Figure 1. Cell sizes after repair (run 1).
The bar under the picture is 20 um long.
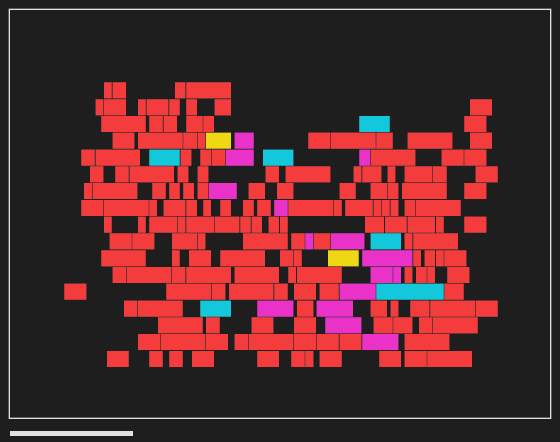
Figure 2. Met2 routing (run 1).
The bar under the picture is 20 um long.
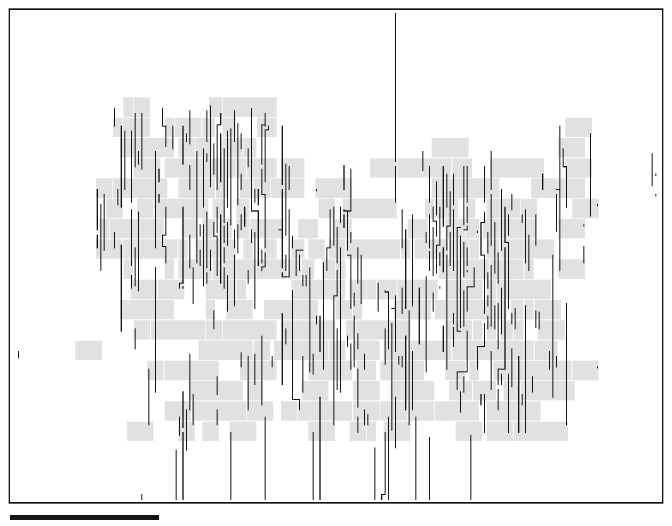
Figure 3. Met1 routing (run 1).
The bar under the picture is 20 um long. Supply wires on this layer in gray.
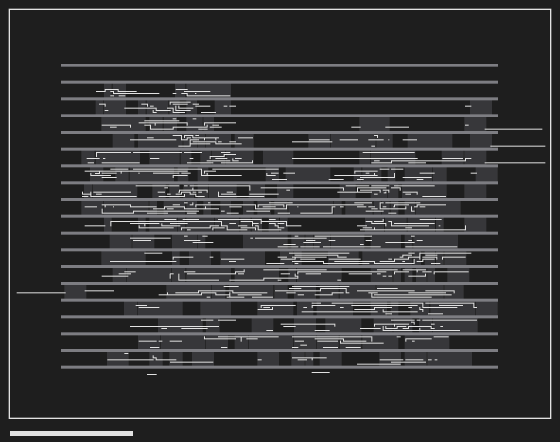
Figure 4. Routing congestion (run 1).
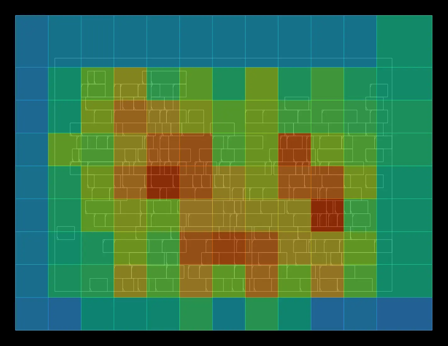
Design ic_test_sequencer_flat, sky130hd; sources not shown.
==> out/metrics.cfg, run 1 <==
[critical_path]
crit_fanout = 24
crit_path_end_kind = register
worst-r2r-setup-slack_ns = 3.97
crit_required_ns = 6.21
path_depth = 4
critPathBufInv = 1

[cells_and_area]
bufAreaShareNonClock = 0.133
fin_util = 0.565
largest_register_ffs = 8
finalNonFillerCells = 240
seq_share = 0.327
num-clock-buffers = 6
nMultiInputCombCells = 117

[clock_network]
post-cts-setup-buffers = 0
cts_tree = yes
cts.sinks = 32
clk_path_buf_depth = 2
clock_latency_ns = 0.28

[yosys]
common_cells = 32 x dfxtp_1, 12 x nor2_1, 11 x a21oi_1, 11 x nand2_1
muxShareOfSynthArea = 0.0768
flop_cell = dfxtp_1
top_logic_kind = simple AND/OR/NAND/NOR gates
yosysMostFrequentCell = dfxtp_1
ys_ff = 32
ys_sh_adder = 0.0388
aoi_share = 0.151
ys_seq_frac = 0.397
ys_warn_count = 0
area_leaders = dfxtp_1 40%, mux2i_1 5.6%, xnor2_2 4.0%, ha_1 3.9%, nand2b_1 3.5%
synthArstFlopShare = 0
syn_area_sq_um = 1610

[pwr]
swShare = 0.225
p_leak_uw = 0.000694
pwr-share-seq = 0.475
power_frac_comb = 0.109
p_sw_uw = 104
sequentialPower_uw = 219
ir_worst_vdd_mv = 0.144
comb-power_uw = 50.5
pwr-share-clk = 0.416

[die]
die.size.y_um = 66.1
core_sq_um = 3470
rows = 18
io_pins = 27

[route]
vias_per_cell = 5.25
drt_iter0_drc = 96
postRouteAntennaNets = 0
drc = 0

[global_route]
grt_max_degree = 25
grt_overflow = 0

[final_timing]
hold_viol_final = 0
setup_tns_ns = 0
maxSlewHeadroom = 0.406
fin_crit_sh = 0.420

[min_path]
min_path_cells = 1

[job]
drv_cap = 0
warnings = 29

[place]
dpl_worst_slack_ns = 3.29
placed_cells = 232

[outcome]
run_status = finished clean

## Picture notes: Figure 1
Key: x1 and smaller = red [cells 167, share 88%]; x3 and x4 = yellow [cells 2, share 1.1%]; x2 = magenta [cells 15, share 7.9%]; x6 and larger = cyan [cells 6, share 3.2%]
post-route cell area: 1960 sq um
Worst Setup Slack, final: 3.60 ns

## Picture notes: Figure 2
The wires run mostly vertical. 172 nets have wire on it.
DR vias: 1,260
met2 Usage GRT: 0.191

## Picture notes: Figure 3
The longest straight run is 20.2 um. The layer carries 1,530 um of wire.
met1 usage: 0.146
wirelength, routed: 3.39 mm

## Picture notes: Figure 4
Total Routing Usage GR: 0.123
gr busiest metal: met2
DR WL/cell: 14.1 um

-- run 1: cells in the final DEF, fill, tap and decap left out, types with 2 or more instances in the layout --
cell              n
clkdlybuf4s50_1  26
o21ai_0           2
nand2_1          11
a22oi_1           2
o31ai_1           2
nand2b_1          9
inv_2             2
a22o_1            6
a21oi_1          11
nor2_1           12
xnor2_2           4
and2_1            2
nand3_1           4
inv_1             5
dfxtp_1          32
a21boi_0          2
ha_1              5
o211ai_2          2
nor2b_1           9
nor4_1            3
mux2i_1           9
nor3_1            4
clkbuf_8          5
-- run 1: routing by layer --
layer | GRT usage | vias to the layer above | wire length (um)
li1 | - | 632 | -
met1 | 0.146 | 583 | 1530
met2 | 0.191 | 39 | 1540
met3 | 0.0372 | 6 | 239
met4 | 0.0768 | 0 | 81
met5 | 0 | - | 0
==> run 2, diff against run 1 <==
PLACE_DENSITY = 0.81   (was 0.78)
clock period = 2.25 ns   (was 6.2 ns; I/O delays follow)
Figure 5. Routing congestion (run 2).
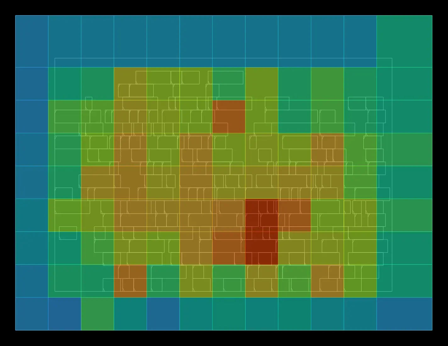
Total Routing Usage GR: 0.126
DR WL/cell: 13.8 um

Figure 6. Met1 routing (run 2).
The bar under the picture is 20 um long. Supply wires on this layer in gray.
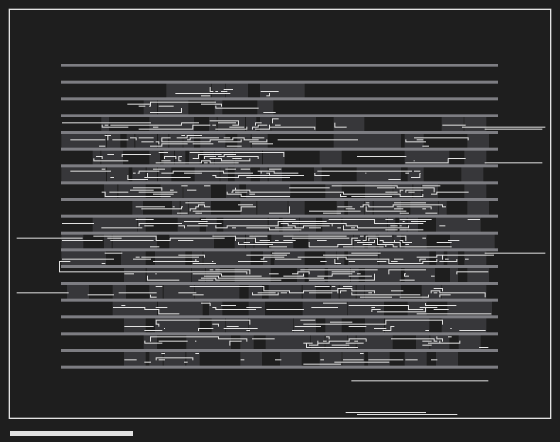
185 nets have wire on it. The layer carries 1,750 um of wire.
wirelength, routed: 3.37 mm
DR vias: 1,254
met1 usage: 0.167

Figure 7. Cell sizes after repair (run 2).
The bar under the picture is 20 um long.
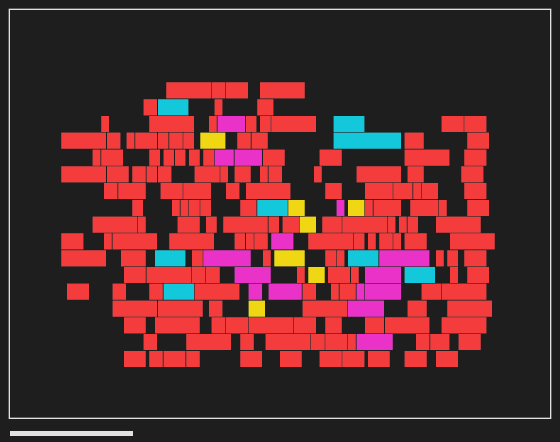
Key: x1 and smaller = red [cells 165, share 85%]; x2 = magenta [cells 15, share 7.7%]; x6 and larger = cyan [cells 8, share 4.1%]; x3 and x4 = yellow [cells 7, share 3.6%]
post-route cell area: 2020 sq um
Syn-to-layout area delta: 25.1%
Worst Setup Slack, final: 0.125 ns
layout buffer count excluding clock buffers: 31

==> out/metrics.cfg, run 2 <==
[place]
placed_cells = 237  ; was 232
dp_hpwl_mm = 2.54  ; about the same
place_area_sq_um = 1890  ; was 1850 sq um
gp_congestion = 0.791  ; was 0.811
port_buffers = 26  ; unchanged
dpl_worst_slack_ns = 0.153  ; was 3.29 ns

[yosys]
muxShareOfSynthArea = 0.0768  ; unchanged
ys_sh_adder = 0.0388  ; unchanged
edf_count = 0  ; unchanged
ys_seq_frac = 0.397  ; unchanged
yosysMostFrequentCell = dfxtp_1  ; unchanged
syn_avg_cell_area_sq_um = 9.54  ; unchanged
synthArstFlopShare = 0  ; unchanged
ys_warn_count = 0  ; unchanged
synthXorXnorAreaFrac = 0.0403  ; unchanged
flop_cell = dfxtp_1  ; unchanged
aoi_share = 0.151  ; unchanged
area_leaders = dfxtp_1 40%, mux2i_1 5.6%, xnor2_2 4.0%, ha_1 3.9%, nand2b_1 3.5%  ; unchanged
common_cells = 32 x dfxtp_1, 12 x nor2_1, 11 x a21oi_1, 11 x nand2_1  ; unchanged
syn_area_sq_um = 1610  ; unchanged
simple_gate_share = 0.228  ; unchanged
top_logic_kind = simple AND/OR/NAND/NOR gates  ; unchanged
ys_ff = 32  ; unchanged

[min_path]
min_path_cells = 1  ; unchanged

[final_timing]
maxSlewHeadroom = 0.707  ; was 0.406
fin_crit_sh = 0.944
worst_slew_pin_slew_ns = 0.438  ; was 0.888 ns
fmax_ghz = 0.471
setup_tns_ns = 0  ; unchanged
hold_viol_final = 0  ; unchanged
min_period_ns = 2.13
rsz0062_at_grt = no  ; unchanged

[cells_and_area]
lay_top_cells = 31 x dfxtp_1, 26 x clkdlybuf4s50_1, 12 x nor2_1, 11 x a21oi_1, 11 x nand2_1  ; was 32 x dfxtp_1, 26 x clkdlybuf4s50_1, 12 x nor2_1, 11 x a21oi_1, 11 x nand2_1
num_antenna_cells = 0  ; unchanged
nets = 208  ; was 203
finalNonFillerCells = 245  ; was 240
largest_register_ffs = 8  ; unchanged
lay_top_count = dfxtp_1  ; unchanged
fin_util = 0.582  ; was 0.565
fillers = 309  ; was 312

[die]
io_pins = 27  ; unchanged
chipArea_sq_um = 5790  ; unchanged
rows = 18  ; unchanged
core_sq_um = 3470  ; unchanged
fp.dieW_um = 87.6  ; unchanged
die.size.y_um = 66.1  ; unchanged

[global_route]
busiest_layer = met2  ; unchanged
use_met3 = 0.0533  ; was 0.0372
grt_max_degree = 21  ; was 25
grt_pass1_vias = 1178  ; was 1,200
grt_pass1_wl_mm = 5.64  ; was 5.53 mm
grt_use_met2 = 0.171  ; was 0.191
grt_overflow = 0  ; unchanged

[critical_path]
r2r_cells = 6  ; was 4
cpPeakStageDelay_ns = 0.61  ; was 0.87 ns
cp-start-kind = register  ; was primary input
crit_path_end_kind = register  ; unchanged
worst-r2r-setup-slack_ns = 0.12  ; was 3.97 ns
crit_required_ns = 2.26  ; was 6.21 ns
critPathBufInv = 2  ; was 1
path_depth = 6  ; was 4
crit_fanout = 6  ; was 24

[job]
warnings = 29  ; unchanged
drv_cap = 0  ; unchanged

[route]
vias_per_cell = 5.12  ; was 5.25
postRouteAntennaNets = 0  ; unchanged
firstDrtPassIters = 4  ; unchanged
drt_iter0_drc = 41  ; was 96
drc = 0  ; unchanged

[pwr]
p_sw_uw = 303  ; was 104 uW
pwr.group.clock_uw = 608  ; was 192 uW
pwr-share-seq = 0.445  ; was 0.475
sequentialPower_uw = 604  ; was 219 uW
swShare = 0.223  ; was 0.225
comb-power_uw = 146  ; was 50.5 uW
top_power_group = the clock network  ; was registers
power_frac_comb = 0.108  ; was 0.109
p_leak_uw = 0.000729  ; was 0.000694 uW
pwr-share-clk = 0.448  ; was 0.416
ir_worst_vdd_mv = 0.376  ; was 0.144 mV

[clock_network]
post-cts-setup-buffers = 0  ; unchanged
clock_latency_ns = 0.29  ; was 0.28 ns
cts_tree = yes  ; unchanged
cts.sinks = 32  ; unchanged
cts_inserted_buffers = 5  ; unchanged
clk_path_buf_depth = 2  ; unchanged

[outcome]
run_status = finished clean  ; unchanged

==> run 2: cell type report <==
class | count | area (sq um) | share of cell area
multi-input cells | 117 | 863 | 0.428
clock buffers | 7 | 96.3 | 0.0477
well taps | 50 | 62.6 | 0.0310
repair buffers | 31 | 298 | 0.148
clock inverters | 1 | 30.0 | 0.0149
inverters | 7 | 26.3 | 0.0130
flip-flops and latches | 32 | 642 | 0.318
==> run 2: routing by layer <==
layer / wire length [um] / vias up
met5: 0 / -
met4: 34 / 0
met3: 191 / 4
met2: 1400 / 34
met1: 1750 / 579
li1: - / 637
==> run 2: worst register-to-register path: stages, from the launching register on <==
cell	delay, ns
dfxtp_1	0.39
inv_1	0.09
ha_1	0.32
inv_2	0.04
mux4_2	0.61
mux2i_1	0.17
o31ai_1	0.23
Power is estimated from default activity; no workload was simulated.
